**Placed cells, one colour a class**

Bar = 50 um. Fill, decap, tap and diode cells in grey.
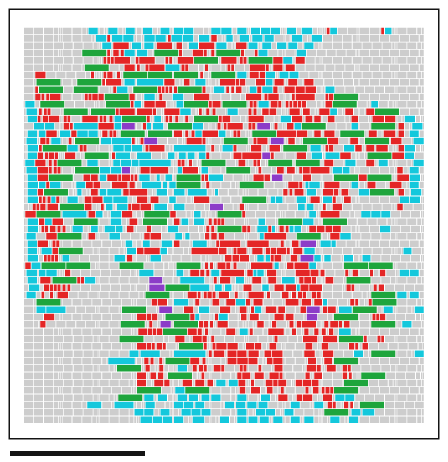
**Metal layers overlaid**

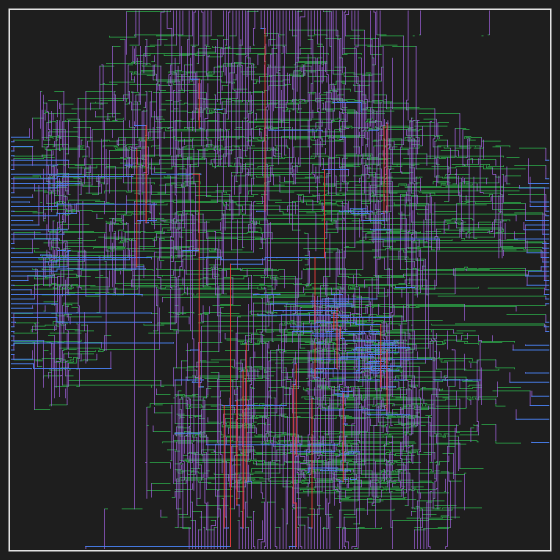
==> src/rtl/dmem_access_ctrl.sv <==
// dmem_access_ctrl
// Memory-stage data-memory access controller. Sits directly downstream of the
// byte-mask generator, issues load/store requests to the data cache, stalls
// the pipeline until the cache answers and presents extended load data for
// one cycle. Misaligned or unrecognised accesses are flagged, never issued.
//
// Ports
//   clk, rst_n        clock, asynchronous active-low reset
//   mem_read/write    MEM-stage load / store (mutually exclusive)
//   alu_out           effective byte address
//   funct3            size/sign: 000 B, 001 H, 010 W, 100 BU, 101 HU
//   rs2_data          store source, unshifted
//   byte_mask         mask from the mask generator, 0 = misaligned
//   dmem_resp/rdata   cache completion strobe and read word
//   dmem_*            cache request interface (address, read, write, wdata, byte_enable)
//   mem_stall         freeze stages at and before MEM
//   load_data/valid   extended load result, valid for one cycle
//   misaligned        one-cycle misaligned-access flag
module dmem_access_ctrl (
  input  logic        clk,
  input  logic        rst_n,
  input  logic        mem_read,
  input  logic        mem_write,
  input  logic [31:0] alu_out,
  input  logic [2:0]  funct3,
  input  logic [31:0] rs2_data,
  input  logic [3:0]  byte_mask,
  input  logic        dmem_resp,
  input  logic [31:0] dmem_rdata,
  output logic [31:0] dmem_address,
  output logic        dmem_read,
  output logic        dmem_write,
  output logic [31:0] dmem_wdata,
  output logic [3:0]  dmem_byte_enable,
  output logic        mem_stall,
  output logic [31:0] load_data,
  output logic        load_valid,
  output logic        misaligned
);

  typedef enum logic [1:0] {
    IDLE = 2'd0,
    BUSY = 2'd1,
    DONE = 2'd2
  } state_t;

  state_t      state_r;
  logic [31:0] addr_r;
  logic [31:0] wdata_r;
  logic [3:0]  be_r;
  logic [2:0]  funct3_r;
  logic [1:0]  offs_r;
  logic        is_load_r;
  logic        is_store_r;
  logic [31:0] load_data_r;

  logic        op_s;
  logic        bad_s;
  logic        issue_s;

  // Only the five defined access encodings are legal.
  function automatic logic funct3_ok(input logic [2:0] f3);
    case (f3)
      3'b000, 3'b001, 3'b010, 3'b100, 3'b101: funct3_ok = 1'b1;
      default:                                funct3_ok = 1'b0;
    endcase
  endfunction

  // Pick the addressed byte/half/word out of the cache word and extend it.
  function automatic logic [31:0] extract_load(input logic [31:0] word,
                                               input logic [2:0]  f3,
                                               input logic [1:0]  off);
    logic [31:0] sh;
    sh = word >> {off, 3'b000};
    case (f3)
      3'b000:  extract_load = {{24{sh[7]}}, sh[7:0]};
      3'b100:  extract_load = {24'd0, sh[7:0]};
      3'b001:  extract_load = {{16{sh[15]}}, sh[15:0]};
      3'b101:  extract_load = {16'd0, sh[15:0]};
      3'b010:  extract_load = sh;
      default: extract_load = 32'd0;
    endcase
  endfunction

  assign op_s  = mem_read | mem_write;
  assign bad_s = op_s & ((byte_mask == 4'b0000) | ~funct3_ok(funct3));
  // rst_n gates the combinational issue path so nothing leaks out during reset.
  assign issue_s = rst_n & (state_r == IDLE) & op_s & ~bad_s;

  // Request/stall outputs: live from the inputs in the issue cycle, from the
  // latched copy while waiting for the cache.
  always_comb begin
    dmem_address     = 32'd0;
    dmem_read        = 1'b0;
    dmem_write       = 1'b0;
    dmem_wdata       = 32'd0;
    dmem_byte_enable = 4'b0000;
    mem_stall        = 1'b0;
    misaligned       = 1'b0;
    load_valid       = 1'b0;
    case (state_r)
      IDLE: begin
        if (issue_s) begin
          dmem_address     = {alu_out[31:2], 2'b00};
          dmem_read        = mem_read;
          dmem_write       = mem_write;
          dmem_wdata       = rs2_data << {alu_out[1:0], 3'b000};
          dmem_byte_enable = mem_write ? byte_mask : 4'b1111;
          mem_stall        = 1'b1;
        end else begin
          misaligned = rst_n & bad_s;
        end
      end
      BUSY: begin
        dmem_address     = addr_r;
        dmem_read        = is_load_r;
        dmem_write       = is_store_r;
        dmem_wdata       = wdata_r;
        dmem_byte_enable = be_r;
        mem_stall        = 1'b1;
      end
      DONE: begin
        load_valid = is_load_r;
      end
      default: begin
        mem_stall = 1'b0;
      end
    endcase
  end

  assign load_data = load_data_r;

  // Access sequencing, request latching and load-data capture.
  always_ff @(posedge clk or negedge rst_n) begin
    if (!rst_n) begin
      state_r     <= IDLE;
      addr_r      <= 32'd0;
      wdata_r     <= 32'd0;
      be_r        <= 4'b0000;
      funct3_r    <= 3'b000;
      offs_r      <= 2'b00;
      is_load_r   <= 1'b0;
      is_store_r  <= 1'b0;
      load_data_r <= 32'd0;
    end else begin
      case (state_r)
        IDLE: begin
          if (issue_s) begin
            addr_r     <= {alu_out[31:2], 2'b00};
            wdata_r    <= rs2_data << {alu_out[1:0], 3'b000};
            be_r       <= mem_write ? byte_mask : 4'b1111;
            funct3_r   <= funct3;
            offs_r     <= alu_out[1:0];
            is_load_r  <= mem_read;
            is_store_r <= mem_write;
            if (dmem_resp) begin
              state_r <= DONE;
              if (mem_read) begin
                load_data_r <= extract_load(dmem_rdata, funct3, alu_out[1:0]);
              end
            end else begin
              state_r <= BUSY;
            end
          end else begin
            state_r <= IDLE;
          end
        end
        BUSY: begin
          if (dmem_resp) begin
            state_r <= DONE;
            if (is_load_r) begin
              load_data_r <= extract_load(dmem_rdata, funct3_r, offs_r);
            end
          end else begin
            state_r <= BUSY;
          end
        end
        // The instruction still on the inputs here was already issued.
        DONE: begin
          state_r <= IDLE;
        end
        default: begin
          state_r <= IDLE;
        end
      endcase
    end
  end

endmodule

==> config.mk <==
export PLATFORM = sky130hd
export DESIGN_NAME = dmem_access_ctrl
export DESIGN_NICKNAME = d
export VERILOG_FILES = /design/src/rtl/dmem_access_ctrl.sv
export SDC_FILE = /design/constraint.sdc
export NUM_CORES = 1
export LEC_CHECK = 0
export CORE_MARGIN = 5
export CORE_UTILIZATION = 30
export CTS_BUF_LIST = sky130_fd_sc_hd__clkbuf_2 sky130_fd_sc_hd__clkbuf_4 sky130_fd_sc_hd__clkbuf_8
export CTS_CLUSTER_DIAMETER = 200
export DETAILED_ROUTE_END_ITERATION = 8
export GPL_TIMING_DRIVEN = 0
export HOLD_SLACK_MARGIN = 0.03
export PLACE_DENSITY = 0.67
export SYNTH_ARGS = -nofsm -noshare
export SYNTH_HDL_FRONTEND = slang
export SYNTH_SLANG_ARGS = --single-unit
==> constraint.sdc <==
create_clock -name clk -period 1.9 [get_ports clk]
set_input_delay 0.38 -clock clk [delete_from_list [all_inputs] [get_ports clk]]
set_output_delay 0.38 -clock clk [all_outputs]
set_load 0.03 [all_outputs]
==> run notes <==
Here are the numbers from the latest Yosys + OpenROAD run.

The flow ran to the end, but the final reports show violations. The final reports fail on setup timing. The synthesis run shows the most used standard cells to be 253 x nand2_1, 107 x dfrtp_1, 59 x a21oi_1, 55 x nor2_1, 42 x mux2i_1.

The worst setup path is captured at a primary output. The remaining global-route overflow came out at 0. Per the synth stats, the proportion of register bits with asynchronous set or reset is 1.00. Logged for this run, the post-placement worst setup slack is -2000 ps. The simple-gate share of the synthesized area is 0.220.

The setup violation total in the final timing report is 103. Setup slack on the critical path of the routed design comes to -638 ps. The area of the die came out at 25200 um^2.

The internal cell power is approximately 5.6 mW. The clock arrives with around 23 ps of skew. The final-report max-slew violation count is 0.

The core utilization at floorplan is 0.304. The synthesized netlist occupies a cell area of 6640 um^2. The share of cell area taken by muxes after synthesis came out at 0.113. Setup repair after global routing could not meet its margin everywhere. By area, the combinational part of the netlist is dominated by simple AND/OR/NAND/NOR gates.

The launch point of the worst register-to-register path is recorded as state_r[0]. The multi-input gate count came out at around 630. The worst setup path is launched from a flop. The number of antenna violations at the first check in global routing is 2.

Of all nets on the critical path, the largest fanout is 8. The average size of a mapped cell came out at 8.32 um^2. The arithmetic-cell share of the synthesized area counting full adders, half adders and majority gates is 0. The highest metal layer with signal wires is met4. The violation tally recorded at the end of detailed-routing iteration 0 is about 560. The leakage component of the power was reported as between 5 and 6 nW. The library cell appearing most often on the critical path is nor3b_4. Together, buffers and inverters on the worst path number 3. Switching power as a fraction of the total was reported as 0.420.
-- 'placed cells, one colour a class' (at the start) --
| colour | class | cells | share of their area |
|---|---|---|---|
| red | remaining logic cells | 630 | 42% |
| green | registers | 107 | 24% |
| purple | clock drivers and dummy loads | 16 | 1.9% |
| cyan | remaining buffers and delay cells | 338 | 32% |
flop share of the area: 0.236
number of rows in the core area: 54
Util after Layout: 0.519
fin area: 11300 um^2

-- 'metal layers overlaid' (at the start) --
| colour | layer | wire length |
|---|---|---|
| blue | M3 | 1680 um |
| green | M1 | 12100 um |
| purple | M2 | 13600 um |
| red | M4 | 740 um |
Routed WL: 28100 um
total routing usage reported by global routing: 0.208
average wire length per cell after detail routing: 20.5 um

==> cell families (layout without fill, tap and decap cells) <==
logic type / Yosys count / count (layout)
AND-OR/OR-AND: 206 / 206
buffers and inverters: 66 / 358
multiplexers: 68 / 68
other: 1 / 4
AND/OR/NAND/NOR: 350 / 350
flip-flops: 107 / 107
==> stage by stage <==
stage                     hold WS [ps]  cells
final                             42.6   1373
after global routing              38.3   1373
after CTS                         47.3   1345
after detailed placement           269   1288
after global placement             457   1287
after floorplan                   84.4    799
==> what timing repair did <==
item,in CTS,in global routing
hold endpoints to repair,25,0
pin swaps,29,43
setup buffers,33,28
setup endpoints to repair,179,121
hold buffers,4,0
gates cloned,6,2
gates resized,648,122
No activity file was given, so power comes from the tool's default toggle rates.
